Run 1, cells by drive strength:
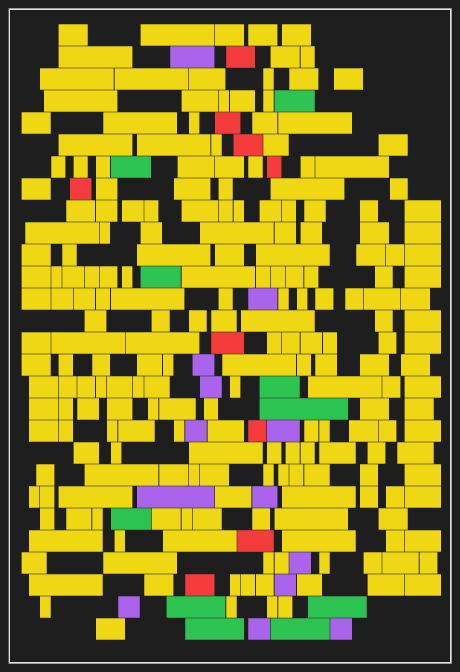
Run 1, where the registers sit:
Bar = 20 um. Other sequential cells in the stronger gray, the rest of the logic in the fainter gray.
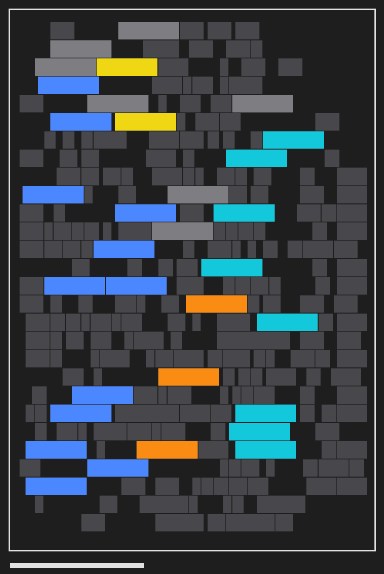
Run 1, clock distribution:
Bar = 20 um.
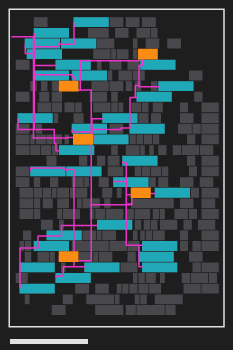
Run 1, placed standard cells:
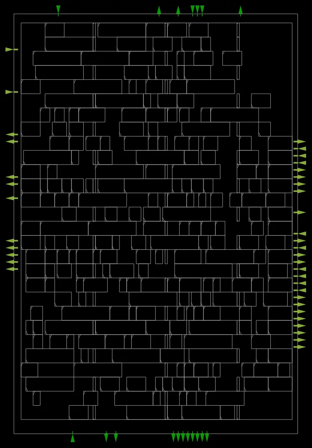
File: config.mk
export PLATFORM = sky130hd
export DESIGN_NAME = tag_capture_ctrl
export DESIGN_NICKNAME = d
export VERILOG_FILES = /design/src/rtl/tag_pkg.sv /design/src/rtl/synchronizer_n.sv /design/src/rtl/tag_write_addr_gen.sv /design/src/rtl/tag_capture_ctrl.sv
export SDC_FILE = /design/constraint.sdc
export NUM_CORES = 1
export LEC_CHECK = 0
export CAP_MARGIN = 0
export CORE_ASPECT_RATIO = 1.5
export CORE_UTILIZATION = 45
export DETAILED_ROUTE_END_ITERATION = 6
export HOLD_SLACK_MARGIN = 0.12
export PLACE_DENSITY = 0.77
export SLEW_MARGIN = 20
export SYNTH_ARGS = -nofsm -noshare
export SYNTH_HDL_FRONTEND = slang
export SYNTH_HIERARCHICAL = 1
export SYNTH_SLANG_ARGS = --single-unit
File: constraint.sdc
create_clock -name aclk -period 3.45 [get_ports aclk]
set_clock_uncertainty 0.15 [all_clocks]
set_input_delay 0.5175 -clock aclk [delete_from_list [all_inputs] [get_ports aclk]]
set_output_delay 0.5175 -clock aclk [all_outputs]
set_load 0.05 [all_outputs]
File: src/rtl/tag_pkg.sv
// Shared types and sizing helpers for the time-tag capture sequencer.
package tag_pkg;

  typedef enum logic [1:0] {
    IDLE    = 2'd0,
    CAPTURE = 2'd1,
    READOUT = 2'd2,
    DONE    = 2'd3
  } state_t;

  function automatic int calc_nm_log2(input int nm);
    return $clog2(nm);
  endfunction

  function automatic int calc_depth(input int nm, input int n);
    return nm * (2 ** n);
  endfunction

endpackage

File: src/rtl/synchronizer_n.sv
// Multi-stage flop synchronizer for quasi-static levels from a foreign domain.
module synchronizer_n #(
  parameter int STAGES = 2,
  parameter int WIDTH  = 1
) (
  input  logic             aclk,
  input  logic             aresetn,
  input  logic [WIDTH-1:0] i_d,
  output logic [WIDTH-1:0] o_q
);

  logic [STAGES-1:0][WIDTH-1:0] r_sync;

  always_ff @(posedge aclk or negedge aresetn) begin
    if (!aresetn) begin
      r_sync <= '0;
    end else begin
      r_sync <= {r_sync[STAGES-2:0], i_d};
    end
  end

  assign o_q = r_sync[STAGES-1];

endmodule

File: src/rtl/tag_write_addr_gen.sv
// Bank/address/count counters: bank is the fast index, address the slow one.
module tag_write_addr_gen
  import tag_pkg::*;
#(
  parameter int NM = 8,
  parameter int N  = 8
) (
  input  logic                        aclk,
  input  logic                        aresetn,
  input  logic                        i_clr,
  input  logic                        i_inc,
  output logic [$clog2(NM)-1:0]       o_bank,
  output logic [N-1:0]                o_addr,
  output logic [N+$clog2(NM):0]       o_cnt,
  output logic                        o_last,
  output logic                        o_full
);

  localparam int NM_LOG2 = calc_nm_log2(NM);
  localparam int CW      = N + NM_LOG2 + 1;
  localparam logic [CW-1:0]      DEPTH_C  = CW'(calc_depth(NM, N));
  localparam logic [NM_LOG2-1:0] BANK_MAX = NM_LOG2'(NM - 1);

  logic [NM_LOG2-1:0] r_bank;
  logic [N-1:0]       r_addr;
  logic [CW-1:0]      r_cnt;

  always_ff @(posedge aclk or negedge aresetn) begin
    if (!aresetn) begin
      r_bank <= '0;
      r_addr <= '0;
      r_cnt  <= '0;
    end else if (i_clr) begin
      r_bank <= '0;
      r_addr <= '0;
      r_cnt  <= '0;
    end else if (i_inc) begin
      r_bank <= r_bank + 1'b1;
      if (r_bank == BANK_MAX) begin
        r_addr <= r_addr + 1'b1;
      end
      r_cnt <= r_cnt + 1'b1;
    end
  end

  assign o_bank = r_bank;
  assign o_addr = r_addr;
  assign o_cnt  = r_cnt;
  assign o_last = (r_cnt == DEPTH_C - 1'b1);
  assign o_full = (r_cnt == DEPTH_C);

endmodule

File: src/rtl/tag_capture_ctrl.sv
// Capture sequencer: interleaved tag writes into NM banks, then readout hand-off.
module tag_capture_ctrl
  import tag_pkg::*;
#(
  parameter int NM = 8,
  parameter int N  = 8,
  parameter int B  = 8
) (
  input  logic                  aclk,
  input  logic                  aresetn,
  input  logic                  s_axis_tvalid,
  output logic                  s_axis_tready,
  input  logic [B-1:0]          s_axis_tdata,
  output logic [NM-1:0]         mem_we,
  output logic [N-1:0]          mem_addr,
  output logic [B-1:0]          mem_di,
  output logic                  rd_start,
  input  logic                  rd_tvalid,
  input  logic                  rd_tready,
  input  logic                  rd_tlast,
  input  logic                  ARM_REG,
  input  logic                  STOP_REG,
  output logic [N+$clog2(NM):0] CNT_REG,
  output logic                  FULL_REG,
  output logic                  BUSY_REG
);

  localparam int NM_LOG2 = calc_nm_log2(NM);

  state_t             r_state;
  logic               r_rd_start;
  logic               r_full;
  logic               r_busy;

  logic               w_arm;
  logic               w_stop;
  logic               w_accept;
  logic               w_clr;
  logic               w_last;
  logic               w_full;
  logic [NM_LOG2-1:0] w_bank;
  logic [N-1:0]       w_addr;
  logic [NM-1:0]      w_onehot;

  synchronizer_n #(.STAGES(2), .WIDTH(1)) u_sync_arm (
    .aclk    (aclk),
    .aresetn (aresetn),
    .i_d     (ARM_REG),
    .o_q     (w_arm)
  );

  synchronizer_n #(.STAGES(2), .WIDTH(1)) u_sync_stop (
    .aclk    (aclk),
    .aresetn (aresetn),
    .i_d     (STOP_REG),
    .o_q     (w_stop)
  );

  assign w_clr    = (r_state == IDLE) & w_arm;
  assign s_axis_tready = (r_state == CAPTURE) & ~w_full;
  assign w_accept = s_axis_tvalid & s_axis_tready;

  tag_write_addr_gen #(.NM(NM), .N(N)) u_addr_gen (
    .aclk    (aclk),
    .aresetn (aresetn),
    .i_clr   (w_clr),
    .i_inc   (w_accept),
    .o_bank  (w_bank),
    .o_addr  (w_addr),
    .o_cnt   (CNT_REG),
    .o_last  (w_last),
    .o_full  (w_full)
  );

  always_comb begin
    w_onehot         = '0;
    w_onehot[w_bank] = 1'b1;
  end

  // Write port is gated by the handshake so nothing toggles outside a beat.
  assign mem_we   = w_accept ? w_onehot     : '0;
  assign mem_addr = w_accept ? w_addr       : '0;
  assign mem_di   = w_accept ? s_axis_tdata : '0;

  always_ff @(posedge aclk or negedge aresetn) begin
    if (!aresetn) begin
      r_state    <= IDLE;
      r_rd_start <= 1'b0;
      r_full     <= 1'b0;
      r_busy     <= 1'b0;
    end else begin
      case (r_state)
        IDLE: begin
          if (w_arm) begin
            r_state <= CAPTURE;
            r_full  <= 1'b0;
            r_busy  <= 1'b1;
          end
        end
        CAPTURE: begin
          // Filling the last slot wins over a concurrent stop, so FULL is set.
          if (w_accept & w_last) begin
            r_state    <= READOUT;
            r_full     <= 1'b1;
            r_rd_start <= 1'b1;
          end else if (w_stop | ~w_arm) begin
            r_state    <= READOUT;
            r_rd_start <= 1'b1;
          end
        end
        READOUT: begin
          if (rd_tvalid & rd_tready & rd_tlast) begin
            r_state    <= DONE;
            r_rd_start <= 1'b0;
          end
        end
        DONE: begin
          if (!w_arm) begin
            r_state <= IDLE;
            r_busy  <= 1'b0;
          end
        end
        default: begin
          r_state    <= IDLE;
          r_rd_start <= 1'b0;
          r_busy     <= 1'b0;
        end
      endcase
    end
  end

  assign rd_start = r_rd_start;
  assign FULL_REG = r_full;
  assign BUSY_REG = r_busy;

endmodule

==> datasheet_impl.txt, run 1 <==
Implementation parameters

Parameter                              Value

Run status
  Result of the run    complete, no violations

Setup path
  CP Class    reg2out
  Critical Path Source Type    flip-flop
  Delay of the slowest cell on the worst path    460 ps
  Worst reg2reg startpoint    u_addr_gen/o_cnt[0]$_DFFE_PN0P_
  Ordered cell list for the critical path    inv_1 > ha_1 > nor4b_1 > and4_1 > and2b_4 > nand2_1 > clkinv_4 > nand2_2 > nor2_1 > buf_12

Logic synthesis
  Cell count listed in synth_stat.txt    189
  Syn_nets    215
  Adder-cell share of the synthesized area    6.75%
  Fraction of registers with async set or reset after synthesis    100%
  Largest logic family    simple AND/OR/NAND/NOR gates
  Post-synthesis instance area    1850 um^2
  Number of distinct library cells after synthesis    42
  Flip-flop and latch count after synthesis    32
  Synth top area cells    sky130_fd_sc_hd__dfrtp_1, sky130_fd_sc_hd__ha_1, sky130_fd_sc_hd__and3_1
  Post-Syn Instances    189

Floorplan
  Floorplan die height    80.6 um
  Boundary pin count    roughly 56
  Number of cell rows    28
  Number of tapcells    approximately 45

Power
  Switching share of total power    roughly 41%
  Static Leakage    about 1.4 nW
  Register share of total power    33.4%
  Power after layout    1.54 mW
  Power in combinational cells    roughly 0.68 mW
  Top pwr grp    combinational cells
  Fraction of power consumed by the clock network    between 20% and 30%
  Power drawn by the clock network    0.351 mW
  Pint    0.905 mW

Clocking
  Library cell used as clock root buffer    sky130_fd_sc_hd__clkbuf_8
  Number of hold buffers added after cts    0
  Number of buffers added for setup after CTS    0
  Sink Count    32
  Clock tree from TritonCTS    built
  Clock transition at the registers of the reported paths    70 ps
  Number of gates resized after cts    0

Cells and area
  Fraction of standard cell area in multi-input logic    37.5%
  Buffers outside the clock class    59
  Post-layout instance area    2630 um^2
  Leading cell category by total area    logic gates
  Count of antenna diodes in the layout    0
  Inverters    6
  Fraction of area in clock buffers and inverters    4.09%
  Flip-flop and latch area    801 um^2

STA
  Slew headroom    about two thirds
  Crit path setup slack, layout    202 ps
  Transition time at the pin with the least slew margin    a little over 500 ps
  Final setup vio count    0
  Unrepaired setup endpoints after global routing    false
  Min Tclk post-route    3250 ps
  Final Cycle Share    94.1%
  Setup tns final    0 ps

Route
  Count of nets left with antenna violations after detail routing    0
  Iteration count of the initial detailed-routing pass    4
  Total routed wirelength    4250 um
  Met2 Routed Length    between 2000 and 2500 um
  Starting DRT DRC Count    44

Placed design
  Cell area reported after detailed placement    2480 um^2
  Tally of buffers added on design ports    55
  Worst-case setup slack after placement    392 ps

GRT
  First-pass GRT wire length    between 6000 and 7000 um
  Met2 track utilization from global routing    35.7%
  Met1 Track Usage GR    a little under a quarter
  Met3 usage    4.73%
  Final global-route overflow total    0

Min path
  Instance count along the most critical hold path    0
  Hold_sp    u_sync_arm/r_sync[0]$_DFF_PN0_
Notes on 'cells by drive strength' above:
Key: green = drive 6 and up [cells 10, share 4.0%]; purple = drive 3 to 4 [cells 13, share 5.2%]; red = drive 2 [cells 9, share 3.6%]; yellow = drive 1 or less [cells 217, share 87%]

Notes on 'where the registers sit' above:
Key: blue = u_addr_gen/o_cnt [flops 12]; yellow = r_state [flops 2]; orange = u_addr_gen/o_bank [flops 3]; cyan = u_addr_gen/o_addr [flops 8]

Notes on 'clock distribution' above:
Key: cyan = flip-flops [count 32]; orange = cells driving clock nets [count 5]; magenta = clock wires [length 408 um]
There are 6 routed clock nets.

Notes on 'placed standard cells' above:
Finished Layout Cells: 294
utilization after layout: 66.4%
flip-flop and latch share of the layout cell area: 30.4%
area of the core region: 3960 um^2

[run 1: cells by family after synthesis]
family                     count (synthesis)
AOI/OAI and AO/OA                         37
xor gates and xnor gates                   7
adders and majority gates                 10
buffers and inverters                     13
DFF                                       32
muxes                                      6
and+or+nand+nor                           84
[run 1: sequential cells by signal, summed over array words and instances, names as in the netlist, 2 cells and up]
name and cells:
r_state 2, u_addr_gen/o_addr 8, u_addr_gen/o_bank 3, u_addr_gen/o_cnt 12
[run 1: per-stage QoR]
stage	cells	utilization [%]	hold slack [ps]
2_1_floorplan	189	-	71.9
3_3_place_gp	286	62.5	182
3_5_place_dp	286	62.5	190
4_1_cts	294	65.3	206
5_1_grt	294	66.4	214
6_report	294	66.4	201
==> run 2: changes to the inputs <==
- CORE_MARGIN: not set -> 2
- RECOVER_POWER: not set -> 100
Run 2, where the registers sit:
Bar = 20 um. Other sequential cells in the stronger gray, the rest of the logic in the fainter gray.
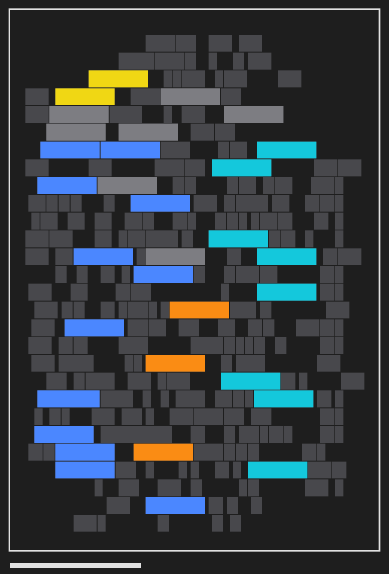
flip-flop and latch share of the layout cell area: 33.6%
power in sequential cells: 0.512 mW

Run 2, clock distribution:
Bar = 20 um.
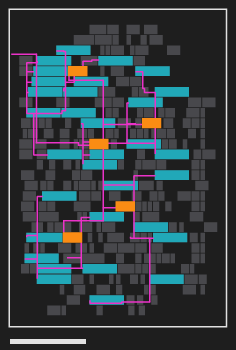
Key: cyan = flip-flops [count 32]; magenta = clock wires [length 406 um]; orange = cells driving clock nets [count 5]
There are 6 routed clock nets.

==> run 2 against run 1 <==
  * The flow now finishes with violations (max-capacitance violations, max-slew violations)
  * Non-clock buffer count is 1 lower
  * Clock power is 1% higher
  * Die size is 6.2% higher
  * Largest power group unchanged
==> datasheet_impl.txt, run 2 <==
Implementation parameters

Parameter                              Value

Run status
  Result of the run    finished, violations left
  Failing checks    max-capacitance violations, max-slew violations

Run
  Number of max-cap violations    1

Placed design
  Worst-case setup slack after placement    366 ps
  Tally of buffers added on design ports    around 55
  Cell area reported after detailed placement    2470 um^2
  Cell total after placement    285

Cells and area
  Finished Layout Cells    293
  Top logic cells by instance count in the layout    sky130_fd_sc_hd__dfrtp_1, sky130_fd_sc_hd__dlygate4sd3_1, sky130_fd_sc_hd__clkbuf_1
  Number of flip-flops in the largest register    12
  Post-layout instance area    2390 um^2
  Count of antenna diodes in the layout    0
  Utilization after layout    between 60% and 70%

Route
  Total routed wirelength    4360 um
  Met2 Routed Length    2270 um
  Post-detailed-route wirelength per cell    14.9 um
  Count of nets left with antenna violations after detail routing    0
  Iteration count of the initial detailed-routing pass    4
  Starting DRT DRC Count    54

STA
  Final Cycle Share    about 93%
  Final tally of max-slew violations    33
  Slew headroom    -12.7%
  Min Tclk post-route    3200 ps
  Setup tns final    0 ps
  Final setup vio count    0
  Unrepaired setup endpoints after global routing    false
  Transition time at the pin with the least slew margin    approximately 1700 ps

Clocking
  Clock transition at the registers of the reported paths    about 70 ps
  Clock tree from TritonCTS    built
  Library cell used as clock root buffer    sky130_fd_sc_hd__clkbuf_8
  Sink Count    32
  Number of buffers added for setup after CTS    0

Setup path
  CP Class    reg2out
  Delay of the slowest cell on the worst path    900 ps
  Critical Path Source Type    flip-flop
  Slowest stage cell, crit path    sky130_fd_sc_hd__dlygate4sd3_1
  Worst reg2reg startpoint    u_addr_gen/o_cnt[1]$_DFFE_PN0P_
  Crit path buf inv count    2

Logic synthesis
  Synth top area cells    sky130_fd_sc_hd__dfrtp_1, sky130_fd_sc_hd__ha_1, sky130_fd_sc_hd__and3_1
  Number of distinct library cells after synthesis    42
  Post-synthesis instance area    approximately 1900 um^2
  Fraction of registers with async set or reset after synthesis    100%
  Total cell area reported by yosys after synthesis    1850 um^2
  Cell count listed in synth_stat.txt    about 190
  Post-Syn Instances    189
  Largest logic family    simple AND/OR/NAND/NOR gates
  Syn_nets    roughly 220

GRT
  Layer with the highest usage after global routing    met2
  Met2 track utilization from global routing    35.6%
  First-pass GRT wire length    about 7100 um
  Met3 usage    4.67%
  Antenna violations before repair    0
  Final global-route overflow total    0

Floorplan
  Number of cell rows    28
  Area of the core region    3960 um^2
  Die W    56.4 um
  Boundary pin count    around 56

Power
  Pint    ~0.86 mW
  Switching share of total power    42.5%
  Static Leakage    around 1.1 nW
  Power after layout    1.50 mW
  Register share of total power    around 34%
  Fraction of power consumed by the clock network    roughly a quarter

Min path
  Instance count along the most critical hold path    0
  Hold_sp    u_sync_stop/r_sync[0]$_DFF_PN0_
==> run 2: cell counts after synthesis <==
Identical to the previous run, type by type.
==> run 2: area by class of cell <==
cell class	count	area [um^2]
tap	45	56.3
multi-input combinational	144	963
sequential	32	802
inverter	6	27.5
clock inverter	3	42.5
timing repair buffer	58	425
clock buffer	5	68.8
fill	380	1570
==> run 2: timing repair <==
action | in CTS | in global routing
endpoints found under the setup margin | 0 | 20
resized | 0 | 20
hold endpoints to repair | 0 | 0
hold buffers | 0 | 0
==> run 2: power groups by stage <==
stage                     sequential, mW  combinational, mW  clock (mW)
after floorplan                    0.594              0.403           0
after global placement             0.520              0.660           0
after detailed placement           0.524              0.671           0
after CTS                          0.517              0.679       0.365
after global routing               0.525              0.696       0.382
final                              0.512              0.631       0.356
Run 2, placed standard cells:
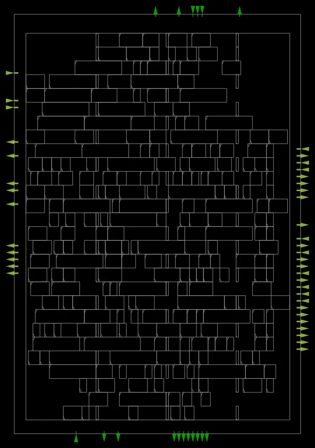

==> run 3: changes to the inputs <==
- ABC_AREA: not set -> 1
- CORE_UTILIZATION: 45 -> 48
- PLACE_DENSITY: 0.77 -> 0.81
- SETUP_SLACK_MARGIN: not set -> 0.4
Run 3, placed standard cells:
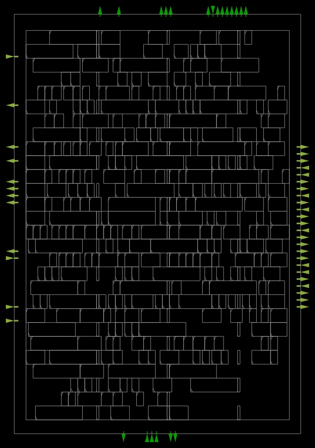
flip-flop and latch share of the layout cell area: 29.7%
number of tapcells: 45

==> run 3 against run 2 <==
  * The flow still finishes with violations (max-capacitance violations, max-slew violations)
  * Power up 1.4%
  * Die size down 1.4%
  * Maximum frequency up 5.8%
  * Synthesized cell count up 41%
  * Critical path depth up 5
  * Largest cell class unchanged
  * Highest routed layer unchanged
==> datasheet_impl.txt, run 3 <==
Implementation parameters

Parameter                              Value

Logic synthesis
  Post-synthesis instance area    1950 um^2
  Fraction of registers with async set or reset after synthesis    100%
  Synth top area cells    sky130_fd_sc_hd__dfrtp_1, sky130_fd_sc_hd__nor2_1, sky130_fd_sc_hd__nand2_1
  Cell count listed in synth_stat.txt    267
  Adder-cell share of the synthesized area    6.42%
  Total cell area reported by yosys after synthesis    1950 um^2
  Post-Syn Instances    267

Power
  Register share of total power    31.9%
  Power after layout    ~1.5 mW
  Top pwr grp    combinational cells
  Fraction of power consumed by the clock network    between 20% and 30%
  Power drawn by the clock network    0.307 mW
  Static Leakage    1.43 nW

Setup path
  Crit path buf inv count    4
  Ordered cell list for the critical path    inv_1 > ha_1 > nand3_1 > nor2_1 > nor2_4 > nand2_4 > buf_6 > clkinvlp_4 > nand2_1 > nor3_4 > clkbuf_2
  Slowest stage cell, crit path    sky130_fd_sc_hd__dfrtp_1
  Worst reg2reg startpoint    u_addr_gen/o_cnt[0]$_DFFE_PN0P_
  Critical Path Source Type    flip-flop
  CP Class    reg2out

GRT
  First-pass GRT wire length    7680 um

STA
  Final tally of max-slew violations    33
  Transition time at the pin with the least slew margin    1750 ps
  Crit path setup slack, layout    430 ps
  Slew headroom    -16.7%
  Min Tclk post-route    3020 ps

Route
  Total routed wirelength    around 4600 um
  Iteration count of the initial detailed-routing pass    4
  Count of nets left with antenna violations after detail routing    0
  Starting DRT DRC Count    72

Floorplan
  Die W    56.0 um
  Area of the core region    3920 um^2
  Boundary pin count    approximately 56
  Floorplan die height    82.1 um
  Number of cell rows    28

Run
  Number of max-cap violations    1

Cells and area
  Finished Layout Cells    377
  Flip-flop and latch area    roughly 800 um^2
  Tally of filler cells in the layout    354
  Post-layout instance area    2700 um^2
  Number of flip-flops in the largest register    12

Clocking
  Clock transition at the registers of the reported paths    60 ps
  Number of buffers added for setup after CTS    0
  Library cell used as clock root buffer    sky130_fd_sc_hd__clkbuf_8
  Clock tree from TritonCTS    built

Placed design
  Worst-case setup slack after placement    536 ps
  Cell total after placement    367

Run status
  Result of the run    finished, violations left
  Failing checks    max-capacitance violations, max-slew violations

Min path
  Hold_sp    u_sync_arm/r_sync[0]$_DFF_PN0_
Run 3, clock distribution:
Bar = 20 um.
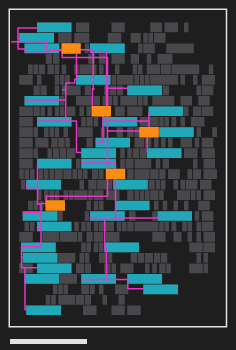
Key: cyan = flip-flops [count 32]; magenta = clock wires [length 404 um]; orange = cells driving clock nets [count 5]
There are 6 routed clock nets.

run 3: cell types whose count changed after synthesis, sizes merged, moves of 6 or more:
cell	before	now
and3	16	0
inv	6	48
nand2	13	55
nand3	9	21
nand4	3	9
nor2	16	59
o31ai	7	0
or4	7	0
run 3: layer usage:
layer / share of wire (%) / routed length (um) / track usage [%]
met5: 0 / 0 / 0
met1: 36 / 1620 / 19.9
met3: 8.1 / 367 / 5.83
met2: 54 / 2460 / 42.4
met4: 2.1 / 97 / 8.10
run 3: cell type report:
type / instances / share of cell area (%)
flip-flops and latches: 32 / 29.7
clock buffers: 7 / 3.57
well taps: 45 / 2.09
repair buffers: 61 / 22.0
multi-input cells: 184 / 35.8
inverters: 48 / 6.82
Power figures rest on the tool's default switching activity, not on a simulated workload.
